layers.png
Bar = 200 um.
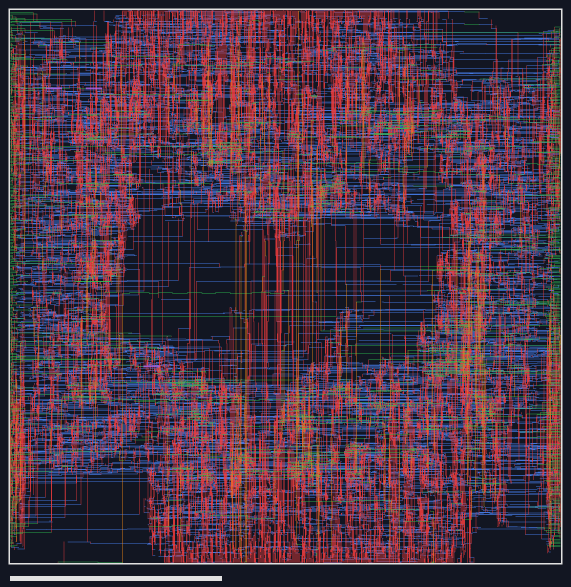
clock_nets.png
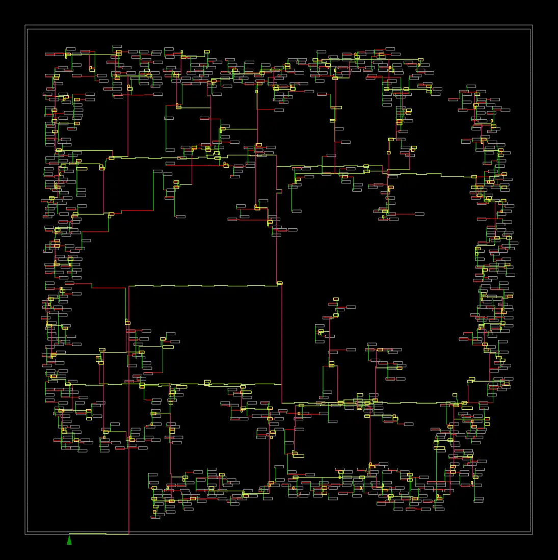
<file path="config.mk">
export PLATFORM = sky130hd
export DESIGN_NAME = mxint8_add_ctrl
export DESIGN_NICKNAME = d
export VERILOG_FILES = /design/src/rtl/mxint8_add_ctrl_pkg.sv /design/src/rtl/mxint8_add.sv /design/src/rtl/mxint8_rr_arb2.sv /design/src/rtl/mxint8_add_ctrl.sv
export SDC_FILE = /design/constraint.sdc
export NUM_CORES = 2
export LEC_CHECK = 0
export CAP_MARGIN = 25
export CORE_AREA = 2 2 517 519
export CTS_BUF_LIST = sky130_fd_sc_hd__clkbuf_8
export DETAILED_ROUTE_END_ITERATION = 10
export DIE_AREA = 0 0 519 521
export GPL_TIMING_DRIVEN = 1
export PLACE_DENSITY = 0.47
export SYNTH_ARGS = -nofsm -noshare
export SYNTH_HDL_FRONTEND = slang
export SYNTH_HIERARCHICAL = 1
export SYNTH_SLANG_ARGS = --single-unit
</file>
<file path="constraint.sdc">
create_clock -name i_clk -period 6.2 [get_ports i_clk]
set_input_delay 1.55 -clock i_clk [delete_from_list [all_inputs] [get_ports i_clk]]
set_output_delay 1.55 -clock i_clk [all_outputs]
set_load 0.01 [all_outputs]
</file>
<file path="src/rtl/mxint8_add_ctrl_pkg.sv">
// Shared sizing defaults, the E8M0 NaN scale code and the controller state
// encoding used by the MX int8 add sequencer.
package mxint8_add_ctrl_pkg;

  localparam int BLOCK_SIZE_DEF  = 32;
  localparam int ELEM_WIDTH_DEF  = 8;
  localparam int SCALE_WIDTH_DEF = 8;

  localparam logic [SCALE_WIDTH_DEF-1:0] SCALE_NAN = 8'hFF;

  typedef enum logic [1:0] {
    IDLE = 2'd0,
    EXEC = 2'd1,
    DONE = 2'd2
  } ctrl_state_e;

endpackage

</file>
<file path="src/rtl/mxint8_add.sv">
// Combinational MX int8 block adder: aligns the smaller-scale block to the
// larger shared scale by arithmetic right shift, then adds with saturation.
module mxint8_add #(
  parameter int BLOCK_SIZE  = 32,
  parameter int ELEM_WIDTH  = 8,
  parameter int SCALE_WIDTH = 8
) (
  input  logic [SCALE_WIDTH-1:0] i_scale_a,
  input  logic [SCALE_WIDTH-1:0] i_scale_b,
  input  logic [ELEM_WIDTH-1:0]  i_elements_a [BLOCK_SIZE],
  input  logic [ELEM_WIDTH-1:0]  i_elements_b [BLOCK_SIZE],
  output logic [SCALE_WIDTH-1:0] o_scale,
  output logic [ELEM_WIDTH-1:0]  o_elements [BLOCK_SIZE],
  output logic                   o_overflow
);

  localparam logic signed [ELEM_WIDTH:0] SumMax = {2'b00, {(ELEM_WIDTH-1){1'b1}}};
  localparam logic signed [ELEM_WIDTH:0] SumMin = {2'b11, {(ELEM_WIDTH-1){1'b0}}};
  localparam logic [ELEM_WIDTH-1:0] ElemMax = {1'b0, {(ELEM_WIDTH-1){1'b1}}};
  localparam logic [ELEM_WIDTH-1:0] ElemMin = {1'b1, {(ELEM_WIDTH-1){1'b0}}};

  logic                         a_smaller;
  logic [SCALE_WIDTH-1:0]       shift;
  logic signed [ELEM_WIDTH-1:0] ea;
  logic signed [ELEM_WIDTH-1:0] eb;
  logic signed [ELEM_WIDTH:0]   sum;

  // Shifts of a full element width or more collapse to the sign fill.
  always_comb begin
    a_smaller  = i_scale_a < i_scale_b;
    o_scale    = a_smaller ? i_scale_b : i_scale_a;
    shift      = a_smaller ? (i_scale_b - i_scale_a) : (i_scale_a - i_scale_b);
    o_overflow = 1'b0;
    ea         = '0;
    eb         = '0;
    sum        = '0;
    for (int i = 0; i < BLOCK_SIZE; i++) begin
      ea = $signed(i_elements_a[i]);
      eb = $signed(i_elements_b[i]);
      if (a_smaller) begin
        ea = ea >>> shift;
      end else begin
        eb = eb >>> shift;
      end
      sum = {ea[ELEM_WIDTH-1], ea} + {eb[ELEM_WIDTH-1], eb};
      if (sum > SumMax) begin
        o_elements[i] = ElemMax;
        o_overflow    = 1'b1;
      end else if (sum < SumMin) begin
        o_elements[i] = ElemMin;
        o_overflow    = 1'b1;
      end else begin
        o_elements[i] = sum[ELEM_WIDTH-1:0];
      end
    end
  end

endmodule

</file>
<file path="src/rtl/mxint8_rr_arb2.sv">
// Two-input round-robin arbiter: a lone request always wins, and a tie goes
// to whichever requester did not win last time.
module mxint8_rr_arb2 (
  input  logic [1:0] i_valid,
  input  logic       i_last_grant,
  output logic [1:0] o_grant,
  output logic       o_grant_id
);

  always_comb begin
    o_grant_id = 1'b0;
    case (i_valid)
      2'b01:   o_grant_id = 1'b0;
      2'b10:   o_grant_id = 1'b1;
      2'b11:   o_grant_id = ~i_last_grant;
      default: o_grant_id = 1'b0;
    endcase
    if (i_valid == 2'b00) begin
      o_grant = 2'b00;
    end else begin
      o_grant = o_grant_id ? 2'b10 : 2'b01;
    end
  end

endmodule

</file>
<file path="src/rtl/mxint8_add_ctrl.sv">
// Shares one mxint8_add datapath between two requesters: round-robin accept,
// one execute cycle, then a registered result held until the consumer takes it.
module mxint8_add_ctrl
  import mxint8_add_ctrl_pkg::*;
#(
  parameter int BLOCK_SIZE  = BLOCK_SIZE_DEF,
  parameter int ELEM_WIDTH  = ELEM_WIDTH_DEF,
  parameter int SCALE_WIDTH = SCALE_WIDTH_DEF
) (
  input  logic                   i_clk,
  input  logic                   i_rst_n,
  input  logic                   i_req0_valid,
  output logic                   o_req0_ready,
  input  logic [SCALE_WIDTH-1:0] i_req0_scale_a,
  input  logic [SCALE_WIDTH-1:0] i_req0_scale_b,
  input  logic [ELEM_WIDTH-1:0]  i_req0_elements_a [BLOCK_SIZE],
  input  logic [ELEM_WIDTH-1:0]  i_req0_elements_b [BLOCK_SIZE],
  input  logic                   i_req1_valid,
  output logic                   o_req1_ready,
  input  logic [SCALE_WIDTH-1:0] i_req1_scale_a,
  input  logic [SCALE_WIDTH-1:0] i_req1_scale_b,
  input  logic [ELEM_WIDTH-1:0]  i_req1_elements_a [BLOCK_SIZE],
  input  logic [ELEM_WIDTH-1:0]  i_req1_elements_b [BLOCK_SIZE],
  output logic                   o_res_valid,
  input  logic                   i_res_ready,
  output logic                   o_res_id,
  output logic [SCALE_WIDTH-1:0] o_res_scale,
  output logic [ELEM_WIDTH-1:0]  o_res_elements [BLOCK_SIZE],
  output logic                   o_res_overflow,
  output logic                   o_busy
);

  ctrl_state_e state_q, state_d;
  logic        last_grant_q;
  logic [1:0]  grant;
  logic        grant_id;
  logic        accept_window;
  logic        accept;

  logic [SCALE_WIDTH-1:0] sel_scale_a, sel_scale_b;
  logic [ELEM_WIDTH-1:0]  sel_elem_a [BLOCK_SIZE];
  logic [ELEM_WIDTH-1:0]  sel_elem_b [BLOCK_SIZE];

  logic                   op_id_q;
  logic [SCALE_WIDTH-1:0] op_scale_a_q, op_scale_b_q;
  logic [ELEM_WIDTH-1:0]  op_elem_a_q [BLOCK_SIZE];
  logic [ELEM_WIDTH-1:0]  op_elem_b_q [BLOCK_SIZE];

  logic [SCALE_WIDTH-1:0] add_scale;
  logic [ELEM_WIDTH-1:0]  add_elem [BLOCK_SIZE];
  logic                   add_ovf;
  logic                   scale_nan;

  logic                   res_id_q;
  logic [SCALE_WIDTH-1:0] res_scale_q;
  logic [ELEM_WIDTH-1:0]  res_elem_q [BLOCK_SIZE];
  logic                   res_ovf_q;

  mxint8_rr_arb2 u_arb (
    .i_valid      ({i_req1_valid, i_req0_valid}),
    .i_last_grant (last_grant_q),
    .o_grant      (grant),
    .o_grant_id   (grant_id)
  );

  always_ff @(posedge i_clk or negedge i_rst_n) begin
    if (!i_rst_n) begin
      state_q      <= IDLE;
      last_grant_q <= 1'b1;
    end else begin
      state_q <= state_d;
      if (accept) begin
        last_grant_q <= grant_id;
      end
    end
  end

  always_comb begin
    state_d = state_q;
    case (state_q)
      IDLE:    if (accept) state_d = EXEC;
      EXEC:    state_d = DONE;
      DONE:    if (i_res_ready) state_d = accept ? EXEC : IDLE;
      default: state_d = IDLE;
    endcase
  end

  // Accepting in DONE alongside the result handshake keeps one result per two cycles.
  always_comb begin
    accept_window = (state_q == IDLE) || ((state_q == DONE) && i_res_ready);
    o_req0_ready  = accept_window & grant[0];
    o_req1_ready  = accept_window & grant[1];
    accept        = (o_req0_ready & i_req0_valid) | (o_req1_ready & i_req1_valid);
    o_res_valid   = (state_q == DONE);
    o_busy        = (state_q != IDLE);
  end

  always_comb begin
    sel_scale_a = grant_id ? i_req1_scale_a : i_req0_scale_a;
    sel_scale_b = grant_id ? i_req1_scale_b : i_req0_scale_b;
    for (int i = 0; i < BLOCK_SIZE; i++) begin
      sel_elem_a[i] = grant_id ? i_req1_elements_a[i] : i_req0_elements_a[i];
      sel_elem_b[i] = grant_id ? i_req1_elements_b[i] : i_req0_elements_b[i];
    end
  end

  always_ff @(posedge i_clk or negedge i_rst_n) begin
    if (!i_rst_n) begin
      op_id_q      <= 1'b0;
      op_scale_a_q <= '0;
      op_scale_b_q <= '0;
      for (int i = 0; i < BLOCK_SIZE; i++) begin
        op_elem_a_q[i] <= '0;
        op_elem_b_q[i] <= '0;
      end
    end else if (accept) begin
      op_id_q      <= grant_id;
      op_scale_a_q <= sel_scale_a;
      op_scale_b_q <= sel_scale_b;
      for (int i = 0; i < BLOCK_SIZE; i++) begin
        op_elem_a_q[i] <= sel_elem_a[i];
        op_elem_b_q[i] <= sel_elem_b[i];
      end
    end
  end

  mxint8_add #(
    .BLOCK_SIZE  (BLOCK_SIZE),
    .ELEM_WIDTH  (ELEM_WIDTH),
    .SCALE_WIDTH (SCALE_WIDTH)
  ) u_add (
    .i_scale_a    (op_scale_a_q),
    .i_scale_b    (op_scale_b_q),
    .i_elements_a (op_elem_a_q),
    .i_elements_b (op_elem_b_q),
    .o_scale      (add_scale),
    .o_elements   (add_elem),
    .o_overflow   (add_ovf)
  );

  assign scale_nan = (&op_scale_a_q) | (&op_scale_b_q);

  // A NaN scale on either operand overrides whatever the adder produced.
  always_ff @(posedge i_clk or negedge i_rst_n) begin
    if (!i_rst_n) begin
      res_id_q    <= 1'b0;
      res_scale_q <= '0;
      res_ovf_q   <= 1'b0;
      for (int i = 0; i < BLOCK_SIZE; i++) begin
        res_elem_q[i] <= '0;
      end
    end else if (state_q == EXEC) begin
      res_id_q    <= op_id_q;
      res_scale_q <= scale_nan ? '1 : add_scale;
      res_ovf_q   <= scale_nan ? 1'b0 : add_ovf;
      for (int i = 0; i < BLOCK_SIZE; i++) begin
        res_elem_q[i] <= scale_nan ? '0 : add_elem[i];
      end
    end
  end

  assign o_res_id       = res_id_q;
  assign o_res_scale    = res_scale_q;
  assign o_res_overflow = res_ovf_q;
  assign o_res_elements = res_elem_q;

endmodule
</file>
==> out/summary.log <==
[global_routing] number of antenna violations at the first check in global routing 47
[final_layout] Finished Core Util 0.371
[final_layout] FF+latch area 20000 sq um
[timing] final period utilization 1.05
[global_routing] global-route usage over all layers 0.245
[placed_design] count of input and output buffers 1330
[synth] leading cell type by number of instances after synthesis sky130_fd_sc_hd__mux2_2
[worst_setup_path] Critical-path top delay cell sky130_fd_sc_hd__or4_4
[worst_setup_path] delay-heaviest family, CP AND-OR/OR-AND gates
[synth] biggest area cells sky130_fd_sc_hd__dfrtp_1 30%, sky130_fd_sc_hd__mux2_2 19%, sky130_fd_sc_hd__ha_1 5.1%
[timing] PnR worst setup slack -0.335 ns
[global_routing] vias in the first global route 66100
[outcome] failing checks setup timing
[final_layout] Layout clock buffers 188
[synth] ys flops 798
[final_layout] growth of design area from synthesis to finish 45.6%
[placed_design] area post-placement 91000 sq um
[detailed_routing] # DRC 0
[worst_setup_path] Worst Setup EP o_res_overflow
[worst_setup_path] number of cells on the worst reg-to-reg path 29
[detailed_routing] detail-routed net length per standard cell 27.6 um
[floorplan] floorplan die area 270000 sq um
[final_layout] most numerous logic cells after layout 1329 x sky130_fd_sc_hd__clkdlybuf4s50_1, 1138 x sky130_fd_sc_hd__mux2_2, 961 x sky130_fd_sc_hd__buf_4
[global_routing] met2 Usage GRT 0.398
[worst_setup_path] type of origin of the critical path flip-flop
[clock_network] deepest level of the CTS H-tree 4
[synth] number of nets in the synthesized netlist 8293
[placed_design] global placement routability congestion 0.938
[clock_network] hold-fix buffers at CTS 0
[timing] final count of negative-setup-slack endpoints 13
[detailed_routing] vias after detailed routing 65900
[worst_setup_path] Crit. End Element flip-flop
[final_layout] clk cell area share 0.0339
[synth] post-synthesis share of cell area spent on and-or and or-and gates 0.187
[synth] flip-flops with a built-in enable 0
[hold_path] cell depth of the worst min-delay path 2
[worst_setup_path] Crit path buffers/inverters 6
[detailed_routing] met3 WL 21800 um
[final_layout] number of fillers in the final layout 26700
[detailed_routing] DRT Pass-1 Iters 8
[synth] Synth Cell Area 67500 sq um
[synth] Basic Gates by Area 0.0936
[final_layout] fin cells 12600
[detailed_routing] number of DRC markers in iteration 0 5181
[placed_design] worst slack at placement -1.20 ns
[outcome] outcome finished, violations left
[synth] Cells after Synth 6925
[final_layout] share of cells above drive strength 1 0.345
[floorplan] starting density of the core 0.255
[final_layout] most frequently placed logic cell in the final layout sky130_fd_sc_hd__clkdlybuf4s50_1
[timing] highest attainable clock frequency 153 MHz
[floorplan] number of I/O pins 1331
[clock_network] clock transition at the registers of the reported paths 0.06 ns
[global_routing] Overflow after GRT 0
[timing] post-route worst hold slack 0.478 ns
[worst_setup_path] worst setup path class flip-flop to flip-flop
[final_layout] non-clock buffer area fraction after layout 0.239
[clock_network] Root Driver sky130_fd_sc_hd__clkbuf_8
[synth] # Cells Yosys 6925
[synth] Top non-seq family multiplexers
[final_layout] register fraction of the total cell area 0.203
[final_layout] non-clock buffer count in the final layout 2457
[worst_setup_path] endpoint required time on the critical path 7.04 ns
[floorplan] die width 519 um
[clock_network] TritonCTS clock tree done
[synth] share of cell area taken by muxes after synthesis 0.279
[placed_design] dpl hpwl 269000 um
[detailed_routing] top routing layer in use met5
[synth] yosys stat chip area 67500 sq um
[floorplan] core area 264000 sq um
[flow_run] tool warning count 70
[global_routing] wire length of the first global-routing pass 487000 um
[detailed_routing] DRT antenna net count 0
[worst_setup_path] startpoint of the most critical register-to-register path op_scale_a_q[0]
[synth] number of unique standard cell types used by synthesis 82
[clock_network] # resized after CTS 179
[synth] adder-cell share of the synthesized area 0.0618
[worst_setup_path] source of the critical timing path op_scale_a_q[0]
[worst_setup_path] Worst path max stage delay 0.55 ns
[timing] max-slew violations 0
[timing] Period minus WS final 6.53 ns
[clock_network] maximum count of clock buffers along a single path 3
[worst_setup_path] most repeated library cell on the critical path sky130_fd_sc_hd__buf_12
[worst_setup_path] highest net fanout along the worst path 8
Notes on layers.png above:
| layer | color | wire length |
|---|---|---|
| M3 | green | 21.8 mm |
| M2 | red | 161 mm |
| M4 | orange | 12500 um |
| M1 | blue | 153 mm |
| M5 | purple | 41.4 um |

Notes on clock_nets.png above:
clock skew after layout: 0.0679 ns
Num CTS Buffers: 159
clock net sink count: 798
insertion delay of the later-clocked pin in the worst-skew pair: 0.98 ns

